[src/rtl/display_tempo.sv]
// display_tempo
//   Converts the stopwatch's binary seconds count into three BCD digits
//   with a serial double-dabble engine, one shift step per clock. The
//   finished digits and the tenths count drive four active-low 7-segment
//   displays.
//
//   Configuration macro: LEADING_ZERO_BLANK_EN
//     defined   - leading-zero hundreds/tens digits are blanked
//     undefined - all four digits always show, leading zeros included
//
// Ports
//   clk        in   system clock, rising edge
//   reset      in   asynchronous active-high reset
//   cont_seg   in   [9:0] binary seconds, valid 0..999
//   cont_dec   in   [3:0] binary tenths, valid 0..9
//   limite     in   wrap pulse from the stopwatch counter
//   hex0..hex3 out  [6:0] segments {g,f,e,d,c,b,a}, active-low
//                   (hex0 tenths, hex1 units, hex2 tens, hex3 hundreds)
//   dp1_n      out  decimal point after hex1, always lit (0)
//   busy       out  conversion in progress (CONV or LOAD)
//   range_err  out  displayed value came from cont_seg >= 1000
//   ovf        out  sticky wrap flag, cleared only by reset
//
// Handshake: there is none. The block samples {cont_seg,cont_dec} in IDLE
// whenever it differs from the last value converted; inputs that change
// while busy are picked up once the block is back in IDLE.
module display_tempo #(
  parameter int CONV_BITS = 10
) (
  input  logic       clk,
  input  logic       reset,
  input  logic [9:0] cont_seg,
  input  logic [3:0] cont_dec,
  input  logic       limite,
  output logic [6:0] hex0,
  output logic [6:0] hex1,
  output logic [6:0] hex2,
  output logic [6:0] hex3,
  output logic       dp1_n,
  output logic       busy,
  output logic       range_err,
  output logic       ovf
);

  localparam int         CNT_W     = $clog2(CONV_BITS + 1);
  localparam logic [6:0] HEX_ZERO  = 7'b1000000;
  localparam logic [6:0] HEX_BLANK = 7'b1111111;
`ifdef LEADING_ZERO_BLANK_EN
  localparam logic [6:0] HEX_LEAD_RST = HEX_BLANK;
`else
  localparam logic [6:0] HEX_LEAD_RST = HEX_ZERO;
`endif

  typedef enum logic [1:0] {IDLE, CONV, LOAD} state_t;

  state_t               state, state_next;
  logic [CNT_W-1:0]     step_cnt;
  logic [9:0]           cap_seg;
  logic [3:0]           cap_dec;
  logic [13:0]          last_val;
  logic [CONV_BITS-1:0] bin_sr;
  // bit 12 catches a carry out of the hundreds nibble (value >= 1000)
  logic [12:0]          bcd_sr;
  logic [11:0]          bcd_adj;
  logic                 new_sample, last_step;
  logic                 capture, step, load;
  logic                 out_of_range;
  logic [3:0]           dig_h, dig_t, dig_u;

  // Codes for 0..9; anything above 9 shows a dash.
  function automatic logic [6:0] seg7(input logic [3:0] d);
    case (d)
      4'd0:    seg7 = 7'b1000000;
      4'd1:    seg7 = 7'b1111001;
      4'd2:    seg7 = 7'b0100100;
      4'd3:    seg7 = 7'b0110000;
      4'd4:    seg7 = 7'b0011001;
      4'd5:    seg7 = 7'b0010010;
      4'd6:    seg7 = 7'b0000010;
      4'd7:    seg7 = 7'b1111000;
      4'd8:    seg7 = 7'b0000000;
      4'd9:    seg7 = 7'b0010000;
      default: seg7 = 7'b0111111;
    endcase
  endfunction

  assign new_sample = ({cont_seg, cont_dec} != last_val);
  assign last_step  = (step_cnt == CNT_W'(CONV_BITS - 1));

  // FSM: state register
  always_ff @(posedge clk or posedge reset) begin
    if (reset) state <= IDLE;
    else       state <= state_next;
  end

  // FSM: next state
  always_comb begin
    state_next = state;
    case (state)
      IDLE:    if (new_sample) state_next = CONV;
      CONV:    if (last_step)  state_next = LOAD;
      LOAD:    state_next = IDLE;
      default: state_next = IDLE;
    endcase
  end

  // FSM: outputs / datapath strobes
  always_comb begin
    busy    = (state != IDLE);
    capture = (state == IDLE) && new_sample;
    step    = (state == CONV);
    load    = (state == LOAD);
  end

  // Double-dabble correction: +3 on every nibble >= 5 before the shift.
  always_comb begin
    bcd_adj = '0;
    for (int i = 0; i < 3; i++) begin
      if (bcd_sr[4*i +: 4] >= 4'd5) bcd_adj[4*i +: 4] = bcd_sr[4*i +: 4] + 4'd3;
      else                          bcd_adj[4*i +: 4] = bcd_sr[4*i +: 4];
    end
  end

  // Out-of-range seconds are pinned to 999 rather than showing garbage.
  always_comb begin
    out_of_range = (cap_seg >= 10'd1000) || bcd_sr[12];
    if (out_of_range) begin
      dig_h = 4'd9;
      dig_t = 4'd9;
      dig_u = 4'd9;
    end else begin
      dig_h = bcd_sr[11:8];
      dig_t = bcd_sr[7:4];
      dig_u = bcd_sr[3:0];
    end
  end

  always_ff @(posedge clk or posedge reset) begin
    if (reset) begin
      step_cnt  <= '0;
      cap_seg   <= '0;
      cap_dec   <= '0;
      last_val  <= '0;
      bin_sr    <= '0;
      bcd_sr    <= '0;
      hex0      <= HEX_ZERO;
      hex1      <= HEX_ZERO;
      hex2      <= HEX_LEAD_RST;
      hex3      <= HEX_LEAD_RST;
      range_err <= 1'b0;
    end else if (capture) begin
      cap_seg  <= cont_seg;
      cap_dec  <= cont_dec;
      bin_sr   <= CONV_BITS'(cont_seg);
      bcd_sr   <= '0;
      step_cnt <= '0;
    end else if (step) begin
      bcd_sr   <= {bcd_sr[12] | bcd_adj[11], bcd_adj[10:0], bin_sr[CONV_BITS-1]};
      bin_sr   <= bin_sr << 1;
      step_cnt <= step_cnt + CNT_W'(1);
    end else if (load) begin
      // All four digits register together, so a display never mixes samples.
      last_val  <= {cap_seg, cap_dec};
      hex0      <= seg7(cap_dec);
      hex1      <= seg7(dig_u);
`ifdef LEADING_ZERO_BLANK_EN
      hex3      <= (dig_h == 4'd0) ? HEX_BLANK : seg7(dig_h);
      hex2      <= (dig_h == 4'd0 && dig_t == 4'd0) ? HEX_BLANK : seg7(dig_t);
`else
      hex3      <= seg7(dig_h);
      hex2      <= seg7(dig_t);
`endif
      range_err <= out_of_range;
    end
  end

  // Wrap flag is independent of the conversion FSM.
  always_ff @(posedge clk or posedge reset) begin
    if (reset)       ovf <= 1'b0;
    else if (limite) ovf <= 1'b1;
  end

  assign dp1_n = 1'b0;

endmodule
[config.mk]
export PLATFORM = sky130hd
export DESIGN_NAME = display_tempo
export DESIGN_NICKNAME = d
export VERILOG_FILES = /design/src/rtl/display_tempo.sv
export SDC_FILE = /design/constraint.sdc
export NUM_CORES = 1
export LEC_CHECK = 0
export CAP_MARGIN = 20
export CORE_MARGIN = 2
export CORE_UTILIZATION = 40
export DETAILED_ROUTE_END_ITERATION = 8
export SKIP_CTS_REPAIR_TIMING = 1
export SLEW_MARGIN = 40
export SYNTH_ARGS = -nofsm -noshare
export SYNTH_HDL_FRONTEND = slang
export SYNTH_SLANG_ARGS = --single-unit
[constraint.sdc]
create_clock -name clk -period 4.36 [get_ports clk]
set_input_delay 0.654 -clock clk [delete_from_list [all_inputs] [get_ports clk]]
set_output_delay 0.654 -clock clk [all_outputs]
set_load 0.01 [all_outputs]
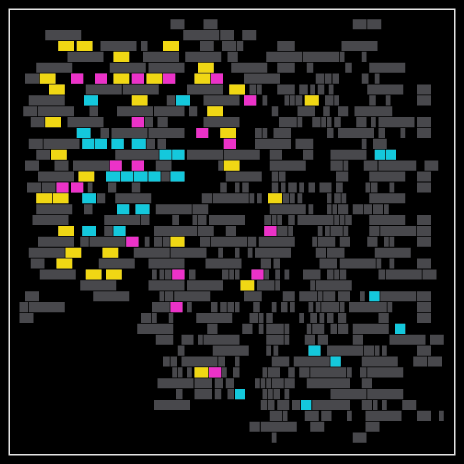
Fig. 1. Gate-type map (run 1).
(4 px per µm)
XOR/XNOR gates -> magenta  # cells 19
AND-OR and OR-AND gates -> cyan  # cells 27
multiplexers -> yellow  # cells 31
Top cell excl fill/tap: dfrtp_1
Layout Cells excl Fill: 638
logic share of the area: 0.395

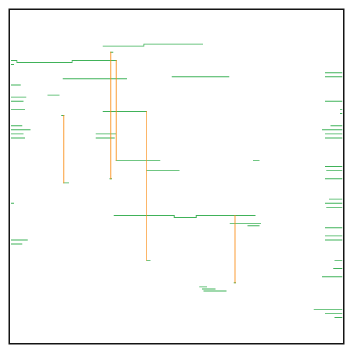
Fig. 2. Metal layers overlaid (run 1).
(3 px per µm) Two of the layers only.
metal 3 -> green  # wire length 406 µm
metal 4 -> orange  # wire length 170 µm
wire per inst: 15.3 µm
via count: 3,400

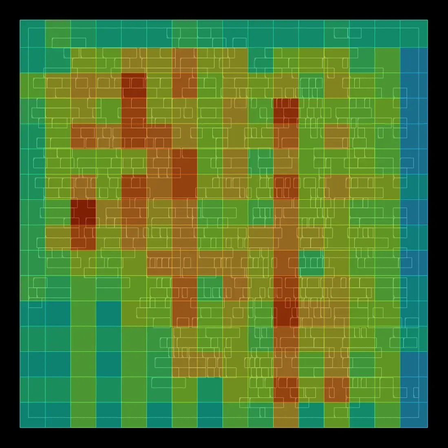
Fig. 3. Routing congestion (run 1).
routing usage on met1: 0.239
GRT Overall Usage: 0.166
GRT met3 Usage: 0.0399
met2 GRT Util: 0.246

==> flow_metrics.py, run 1 <==
# Synthesis and PnR figures
metrics = {
    "status": {
        "outcome": "finished, final reports clean",
    },
    "synth": {
        "netlist_top_cells_area": "dfrtp_1 (45%), mux2_2 (6.4%), ha_1 (6.0%)",
        "yosys_area_um2": 4580,
        "synth-seq-cells": 87,
        "top_cell": "dfrtp_1",
        "syn-instance-count": 458,
        "ff_type": "dfrtp_1",
        "yosysWarningCount": 0,
        "top_area_cell": "dfrtp_1",
        "top_cells_by_count": "dfrtp_1 (83), nand2_1 (55), nor2_1 (30), mux2_2 (26), o21ai_0 (26)",
        "edf_count": 0,
        "ys_sh_simple": 0.124,
        "adder_share": 0.0601,
        "ys_cells": 458,
        "synthDistinctLibCells": 39,
        "netlist_area_um2": 4580,
        "syn_area_per_cell_um2": 10.0,
        "synth_compound_gate_area_share": 0.173,
        "postSynthSeqShare": 0.477,
        "mux_area_frac": 0.0749,
        "yosys.area.top_type_share": 0.454,
        "ys_async_sr_fraction": 1.00,
        "synth.comb.largest_family": "AND-OR/OR-AND gates",
    },
    "floorplan": {
        "die_area_um2": 12300,
        "die_x_um": 111,
        "core-area_um2": 11300,
        "num_io_pins": 49,
        "initCoreUtil": 0.406,
        "die_y_um": 111,
    },
    "sta": {
        "worstMarginPinSlew_ns": 0.714,
        "timing.final.crit_period_ns": 2.56,
        "fin_hold_ws_ns": 0.473,
        "slew_violations": 0,
        "slew_headroom": 0.523,
        "rsz0062_at_grt": "no",
        "post-route-period-util": 0.586,
        "hold_viol_final": 0,
    },
    "cells_and_area": {
        "n_antenna_cell": 0,
        "register_area_um2": 2180,
        "mi_logic_area_um2": 2170,
        "fin_nets": 529,
        "nFillCells": 1086,
        "drive_gt1_frac": 0.123,
    },
    "placed_design": {
        "placed_cell_area_um2": 5140,
        "dpl.hpwl_mm": 6.73,
        "gp_congestion": 0.815,
    },
    "routing": {
        "first_pass_iters": 4,
        "routed_wl_mm": 9.73,
        "ant_nets": 0,
        "via_per_inst": 5.33,
        "drt-initial-drc-count": 156,
    },
    "setup_path": {
        "max_stage_delay_ns": 0.72,
        "crit_fanout": 15,
        "crit_required_ns": 3.71,
        "slowest_stage": "dfrtp_1",
        "start_kind": "flop",
        "crit_buf_inv": 1,
        "r2r_start": "cap_seg[3]$_DFFE_PP0P_",
        "cp_top_family": "flip-flops",
        "crit_path_end_kind": "output port",
    },
    "global_route": {
        "grt_overflow": 0,
        "grt_pass1_wl_mm": 16.5,
        "antenna_found_initial": 0,
    },
    "power": {
        "peakVddDrop_v": 0.000306,
        "p_per_area_nw_per_um2": 788,
        "power.leakage_nw": 2.43,
    },
    "cts": {
        "cts_max_path_buffers": 2,
        "cts_tree": "built",
        "cts_sinks": 87,
        "htreeDepth": 3,
        "cts_buffers": 9,
        "root_buffer": "clkbuf_16",
        "path_clk_slew_ns": 0.07,
    },
    "flow_run": {
        "warning_count": 40,
        "cap_violations": 0,
    },
    "worst_hold_path": {
        "holdCritPathClass": "flop to flop",
    },
}
==> run 1: final timing paths <==
check | slack [ns] | to | cells past startpoint
setup / recovery | 1.80 | busy | 2
hold / removal | 0.47 | hex0[6]$_DFFE_PP1P_ | 2
setup reg to reg | 2.01 | hex1[3]$_DFFE_PP0P_ | 8
hold reg to reg | 0.47 | hex0[6]$_DFFE_PP1P_ | 2
max in group asynchronous | 2.91 | step_cnt[1]$_DFFE_PP0P_ | 3
min in group asynchronous | 0.61 | last_val[2]$_DFFE_PP0P_ | 2
==> run 1: routing by layer <==
layer  up-vias  part of all wire  GRT usage
met1      1653              0.49      0.239
met3        12             0.042     0.0399
met5         -                 0          0
li1       1662                 -          -
met4         0             0.017     0.0583
met2        73              0.45      0.246
==> run 1: worst reg2reg max path, cell delays in order (launching register included) <==
cell	delay, ns
dfrtp_1	0.41
o21ai_0	0.34
nor2_1	0.13
nor2_1	0.45
nand2_1	0.17
ha_1	0.34
a21oi_1	0.17
nor2b_1	0.06
o31ai_1	0.18
==> run 1: final cells by class <==
| type | count | share of cell area |
|---|---|---|
| Clock buffer | 9 | 0.0410 |
| Clock inverter | 7 | 0.0219 |
| Inverter | 25 | 0.0173 |
| Multi-Input combinational cell | 313 | 0.395 |
| Sequential cell | 87 | 0.397 |
| Tap cell | 143 | 0.0326 |
| Timing Repair Buffer | 54 | 0.0952 |
==> run 1: cells by family (layout without fill, tap and decap cells) <==
group / count (synthesis) / after routing
flip-flops: 87 / 87
adder cells (fa/ha/maj): 22 / 22
multiplexers: 31 / 31
AND/OR/NAND/NOR: 124 / 124
AND-OR/OR-AND: 116 / 116
other: 1 / 1
buffers and inverters: 58 / 95
XOR/XNOR: 19 / 19
==> run 1: power breakdown <==
part,internal (mW),switching (mW)
combinational,0.923,0.924
clock,0.562,0.334
sequential,1.20,0.387
==> run 1: state kept, by name, summed over array words and instances (netlist names), 7 cells and up <==
name      count
cap_seg      10
hex0          7
hex1          7
hex2          7
last_val     14
hex3          7
bcd_sr       13
bin_sr       10
==> run 1: metrics by stage <==
step,setup WS [ns],util
after global placement,1.28,0.455
final,1.80,0.487
after CTS,1.84,0.487
after floorplan,1.46,-
after detailed placement,1.68,0.456
after global routing,1.70,0.487
==> run 1: placed cells by master (no fill, tap or decap), drive strengths merged, types with 2 or more instances in the layout <==
| cell type | n |
|---|---|
| a22o | 10 |
| clkdlybuf4s50 | 47 |
| xor2 | 2 |
| o21ai | 26 |
| ha | 22 |
| o22ai | 2 |
| mux2i | 5 |
| o41ai | 3 |
| a2111oi | 3 |
| inv | 25 |
| nand2b | 6 |
| clkinv | 3 |
| nor2 | 31 |
| clkbuf | 9 |
| bufinv | 3 |
| mux2 | 26 |
| nand4 | 5 |
| xnor2 | 17 |
| a221o | 10 |
| buf | 7 |
| a32oi | 3 |
| or2 | 3 |
| o32ai | 3 |
| a22oi | 5 |
| o31ai | 10 |
| nor2b | 14 |
| dfstp | 4 |
| nand2 | 55 |
| a21o | 6 |
| nand3 | 7 |
| a211oi | 9 |
| a21oi | 25 |
| dfrtp | 83 |
==> run 2, diff against run 1 <==
==> constraint.sdc (replaced) <==
create_clock -name clk -period 2.6 [get_ports clk]
set_input_delay 0.39 -clock clk [delete_from_list [all_inputs] [get_ports clk]]
set_output_delay 0.39 -clock clk [all_outputs]
set_load 0.01 [all_outputs]
==> flow_metrics.py, run 2 <==
# Synthesis and PnR figures
metrics = {
    "status": {
        "outcome": "finished, final reports clean",
    },
    "placed_design": {
        "dpl.hpwl_mm": 6.48,
        "dp_slack_ns": 0.241,
        "gp_congestion": 0.768,
    },
    "synth": {
        "edf_count": 0,
        "adder_share": 0.0601,
        "synth-seq-cells": 87,
        "top_area_cell": "dfrtp_1",
        "synthDistinctLibCells": 39,
        "synth.comb.largest_family": "AND-OR/OR-AND gates",
        "yosysWarningCount": 0,
        "ys_sh_simple": 0.124,
        "top_cell": "dfrtp_1",
        "ff_type": "dfrtp_1",
    },
    "global_route": {
        "antenna_found_initial": 0,
        "grt_overflow": 0,
    },
    "power": {
        "power.leakage_nw": 2.44,
    },
    "cells_and_area": {
        "n_antenna_cell": 0,
        "largest_register_ff_count": 14,
        "final_layout_top_logic_cell": "dfrtp_1",
    },
    "cts": {
        "path_clk_slew_ns": 0.06,
        "cts_tree": "built",
        "root_buffer": "clkbuf_16",
    },
    "floorplan": {
        "die_y_um": 111,
        "num_io_pins": 49,
        "initCoreUtil": 0.406,
        "die_area_um2": 12300,
    },
    "routing": {
        "via_per_inst": 5.22,
        "drt-initial-drc-count": 154,
        "ant_nets": 0,
    },
    "sta": {
        "timing.final.crit_period_ns": 2.00,
        "rsz0062_at_grt": "no",
        "slew_violations": 0,
    },
    "setup_path": {
        "crit_required_ns": 2.88,
        "crit_fanout": 20,
        "max_stage_delay_ns": 0.59,
        "r2r_start": "cap_seg[3]$_DFFE_PP0P_",
        "start_kind": "flop",
    },
    "flow_run": {
        "warning_count": 40,
    },
}
==> run 2: cell counts after synthesis <==
No cell type changed its count.
==> run 2: worst register-to-register path: stages, from the launching register on <==
cell and delay [ns]:
dfrtp_1 0.39, o21ai_0 0.25, nor2_1 0.12, or2_2 0.45, a2111oi_0 0.60, a21o_1 0.14
==> run 2: where the power goes <==
| group | internal [mW] | switching (mW) |
|---|---|---|
| clock | 0.668 | 0.488 |
| sequential | 2.02 | 0.608 |
| combinational | 1.59 | 1.56 |
==> run 2: per-layer routing <==
layer	vias up	wire length, µm	track usage
li1	1684	-	-
met1	1603	4700	0.227
met2	79	4070	0.249
met3	18	392	0.0312
met4	0	246	0.0775
met5	-	0	0
==> run 2: layout make-up <==
class                   count  area [µm²]  share of cell area
clock inverters             1        5.00            0.000909
well taps                 143         179              0.0325
inverters                  25        97.6              0.0177
clock buffers              14         254              0.0461
repair buffers             65         631               0.115
multi-input cells         313        2160               0.392
flip-flops and latches     87        2180               0.396
==> run 2: kinds of logic (layout without fill, tap and decap cells) <==
group / Yosys count / after routing
buf+inv: 58 / 105
flops: 87 / 87
simple gates: 124 / 124
compound gates: 116 / 116
fa+ha+maj: 22 / 22
other cells: 1 / 1
xor+xnor: 19 / 19
mux: 31 / 31
==> run 2: stage by stage <==
| step | power [mW] | hold WS, ns | std cells | util | instance area (µm²) |
|---|---|---|---|---|---|
| after global routing | 7.54 | 0.492 | 648 | 0.488 | 5510 |
| after floorplan | 4.77 | 0.466 | 458 | - | 4580 |
| after detailed placement | 5.82 | 0.460 | 633 | 0.465 | 5250 |
| after global placement | 5.70 | 0.453 | 633 | 0.465 | 5240 |
| final | 6.93 | 0.472 | 648 | 0.488 | 5510 |
| after CTS | 7.01 | 0.475 | 648 | 0.488 | 5510 |
==> run 2: worst paths after layout <==
check                                          end  slack, ns  cells after the start
setup / recovery               hex2[6]$_DFFE_PP1P_       0.60                      5
hold / removal                 hex3[2]$_DFFE_PP0P_       0.47                      2
setup reg to reg               hex2[6]$_DFFE_PP1P_       0.60                      5
hold reg to reg                hex3[2]$_DFFE_PP0P_       0.47                      2
max in group asynchronous      hex1[6]$_DFFE_PP1P_       1.71                      3
min in group asynchronous  step_cnt[2]$_DFFE_PP0P_       0.54                      3
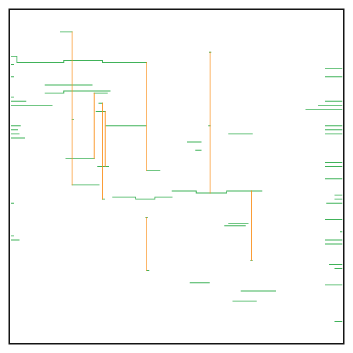
Fig. 4. Metal layers overlaid (run 2).
(3 px per µm) Two of the layers only.
metal 3 -> green  # wire length 393 µm
metal 4 -> orange  # wire length 247 µm
Post-Route WL: 9.41 mm
via count: 3,384
wire per inst: 14.5 µm

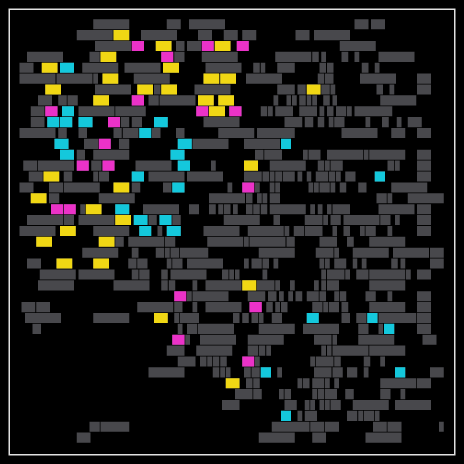
Fig. 5. Gate-type map (run 2).
(4 px per µm)
AND-OR and OR-AND gates -> cyan  # cells 27
multiplexers -> yellow  # cells 31
XOR/XNOR gates -> magenta  # cells 19
logic share of the area: 0.392
Layout Cells excl Fill: 648

==> run 3, diff against run 2 <==
==> constraint.sdc (replaced) <==
create_clock -name clk -period 1.7 [get_ports clk]
set_input_delay 0.255 -clock clk [delete_from_list [all_inputs] [get_ports clk]]
set_output_delay 0.255 -clock clk [all_outputs]
set_load 0.01 [all_outputs]
==> flow_metrics.py, run 3 <==
# Synthesis and PnR figures
metrics = {
    "status": {
        "outcome": "complete, but fails checks",
        "violations": "setup timing",
    },
    "setup_path": {
        "regToRegSetupSlack_ns": -0.11,
        "crit_start": "cap_seg[3]$_DFFE_PP0P_",
        "crit_required_ns": 1.94,
        "r2r_start": "cap_seg[3]$_DFFE_PP0P_",
        "start_kind": "flop",
        "r2r_cells": 9,
        "crit_fanout": 6,
        "worstReg2RegEnd": "hex2[1]$_DFFE_PP0P_",
    },
    "cells_and_area": {
        "n_antenna_cell": 0,
        "final_cell_mix": "dfrtp_1 (82), nand2_1 (48), clkdlybuf4s50_1 (46)",
        "fin_area_um2": 6120,
        "largest_register_ff_count": 14,
        "final_layout_top_logic_cell": "dfrtp_1",
    },
    "sta": {
        "worst_slack_ns": -0.114,
        "setup_viol": 28,
        "finClkSkew_ns": 0.00880,
        "slew_violations": 0,
        "timing.final.crit_period_ns": 1.81,
        "fin_hold_ws_ns": 0.343,
        "rsz0062_at_grt": "yes",
    },
    "cts": {
        "path_clk_slew_ns": 0.07,
        "cts_max_path_buffers": 2,
        "clk_latency_ns": 0.35,
        "cts_tree": "built",
        "root_buffer": "clkbuf_16",
        "htreeDepth": 3,
    },
    "global_route": {
        "grt_pass1_vias": 3467,
        "grt_pass1_wl_mm": 16.7,
        "antenna_found_initial": 0,
        "grt_overflow": 0,
    },
    "routing": {
        "drt-initial-drc-count": 145,
        "routed_wl_mm": 10.2,
        "ant_nets": 0,
        "avgRoutedWirePerCell_um": 15.0,
        "via_per_inst": 5.20,
    },
    "power": {
        "p_switching_mw": 4.71,
        "p_comb_frac": 0.511,
        "p_seq_frac": 0.326,
        "pwr-share-clk": 0.164,
        "p_per_area_nw_per_um2": 2000,
        "switching_share": 0.385,
        "intPower_mw": 7.52,
        "power.leakage_nw": 2.68,
        "fin_total_pwr_mw": 12.2,
    },
    "floorplan": {
        "num_io_pins": 49,
        "die_area_um2": 12300,
        "initCoreUtil": 0.406,
        "die_y_um": 111,
    },
    "synth": {
        "yosysWarningCount": 0,
        "top_area_cell": "dfrtp_1",
        "yosys_area_um2": 4580,
        "syn_area_per_cell_um2": 10.0,
        "top_cell": "dfrtp_1",
        "synth-seq-cells": 87,
        "edf_count": 0,
        "synthDistinctLibCells": 39,
        "ff_type": "dfrtp_1",
    },
    "placed_design": {
        "dpl.hpwl_mm": 7.03,
        "placed_cell_area_um2": 5500,
        "gp_congestion": 0.801,
    },
    "flow_run": {
        "warning_count": 41,
        "cap_violations": 0,
    },
}
==> run 3: cell types whose count changed in the layout (fill, tap and decap cells not counted), moves of 7 or more <==
cell,previous run,this run
buf_4,16,42
a21oi_1,25,14
a21oi_2,0,11
ha_1,22,15
inv_1,24,17
nor2_1,30,23
==> run 3: power groups by stage <==
stage	clock network, mW	logic (mW)	registers (mW)
finish	2.00	6.25	3.98
global route	2.16	6.90	4.16
CTS	2.06	5.44	3.94
detailed placement	0	5.42	3.97
global placement	0	5.31	3.92
floorplan	0	3.50	3.79
==> run 3: cell families (layout without fill, tap and decap cells) <==
group | after synthesis | count (layout) | share of synthesized area
AND-OR/OR-AND | 116 | 116 | 0.173
XOR/XNOR | 19 | 19 | 0.0363
adder cells (fa/ha/maj) | 22 | 22 | 0.0601
buffers and inverters | 58 | 139 | 0.0541
flip-flops | 87 | 87 | 0.477
multiplexers | 31 | 31 | 0.0749
other | 1 | 1 | 0.000819
AND/OR/NAND/NOR | 124 | 124 | 0.124
==> run 3: critical path, cell delays in order, from the launching register on <==
cell	delay [ns]
dfrtp_1	0.40
o21ai_2	0.18
nor2_4	0.08
nor2_4	0.10
buf_6	0.15
nand2_4	0.05
buf_4	0.14
ha_4	0.26
nor2_1	0.04
o41ai_1	0.29
==> run 3: worst max path at each step <==
stage,end,slack [ns]
finish,hex2[1]$_DFFE_PP0P_,-0.11
global route,hex3[5]$_DFFE_PP0P_,-0.21
CTS,hex3[5]$_DFFE_PP0P_,-0.28
detailed placement,bin_sr[2]$_DFFE_PP0P_,-0.46
global placement,bin_sr[3]$_DFFE_PP0P_,-0.45
floorplan,bin_sr[8]$_DFFE_PP0P_,0.03
==> run 3: layout make-up <==
type / count / area [µm²]
Clock buffer: 11 / 243
Multi-Input combinational cell: 313 / 2440
Tap cell: 143 / 179
Inverter: 25 / 103
Clock inverter: 5 / 56.3
Sequential cell: 87 / 2180
Fill cell: 1007 / 5150
Timing Repair Buffer: 98 / 916
==> run 3: metal layers <==
| metal | share of wire | track usage |
|---|---|---|
| met1 | 0.49 | 0.233 |
| met4 | 0.018 | 0.0692 |
| met3 | 0.035 | 0.0405 |
| met2 | 0.46 | 0.253 |
| met5 | 0 | 0 |
==> run 3: metrics by stage <==
stage	setup slack, ns	util	std cells
floorplan	0.0273	-	458
global placement	-0.446	0.488	665
detailed placement	-0.459	0.488	665
CTS	-0.285	0.514	681
global route	-0.208	0.543	682
finish	-0.114	0.543	682
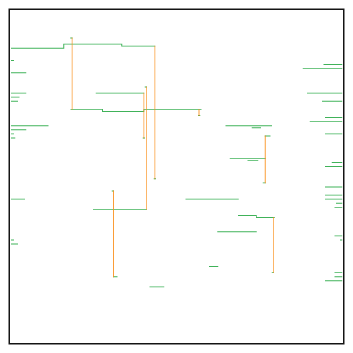
Fig. 6. Metal layers overlaid (run 3).
(3 px per µm) Two of the layers only.
metal 3 -> green  # wire length 357 µm
metal 4 -> orange  # wire length 188 µm
GRT Overall Usage: 0.168
via count: 3,547

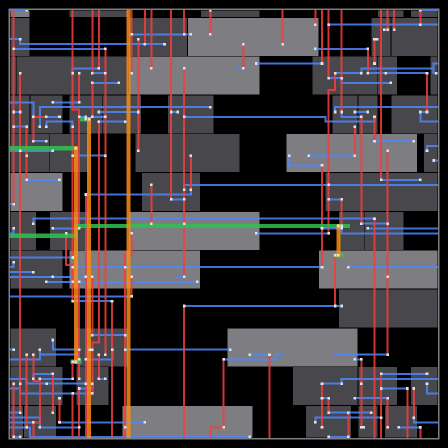
Fig. 7. Close-up of the layout (run 3).
Region (40, 63) to (70, 93) µm. Cells in gray, sequential cells in the stronger gray; small squares are vias.
metal 1 -> blue
metal 2 -> red
metal 4 -> orange
metal 3 -> green
sequential cells in the window = 8
cells with their middle in the window = 43
netlist names of flops here include = cap_dec (3), bin_sr (2)
most frequent = dfrtp_1 (7), buf_4 (5), ha_1 (4)


==> layout pictures side by side <==
The metal 1 layer.
(3 px per µm) Supply wires on this layer in gray.
(a)
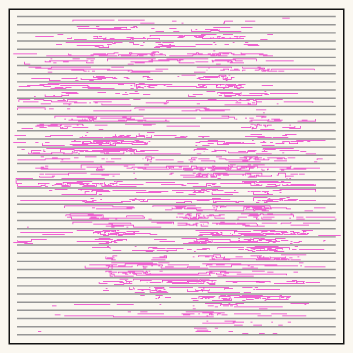
(b)
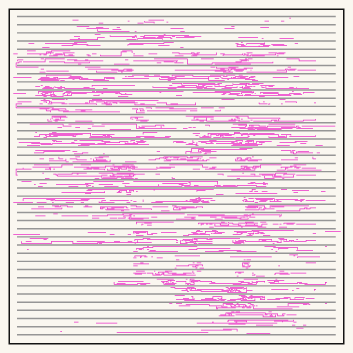
- run 2 = (b)
- run 3 = (a)

Key to (a):
wire length on this layer = 4,970 µm
nets with wire on the layer = 507
longest straight run = 33.3 µm

No activity file was given, so power comes from the tool's default toggle rates.
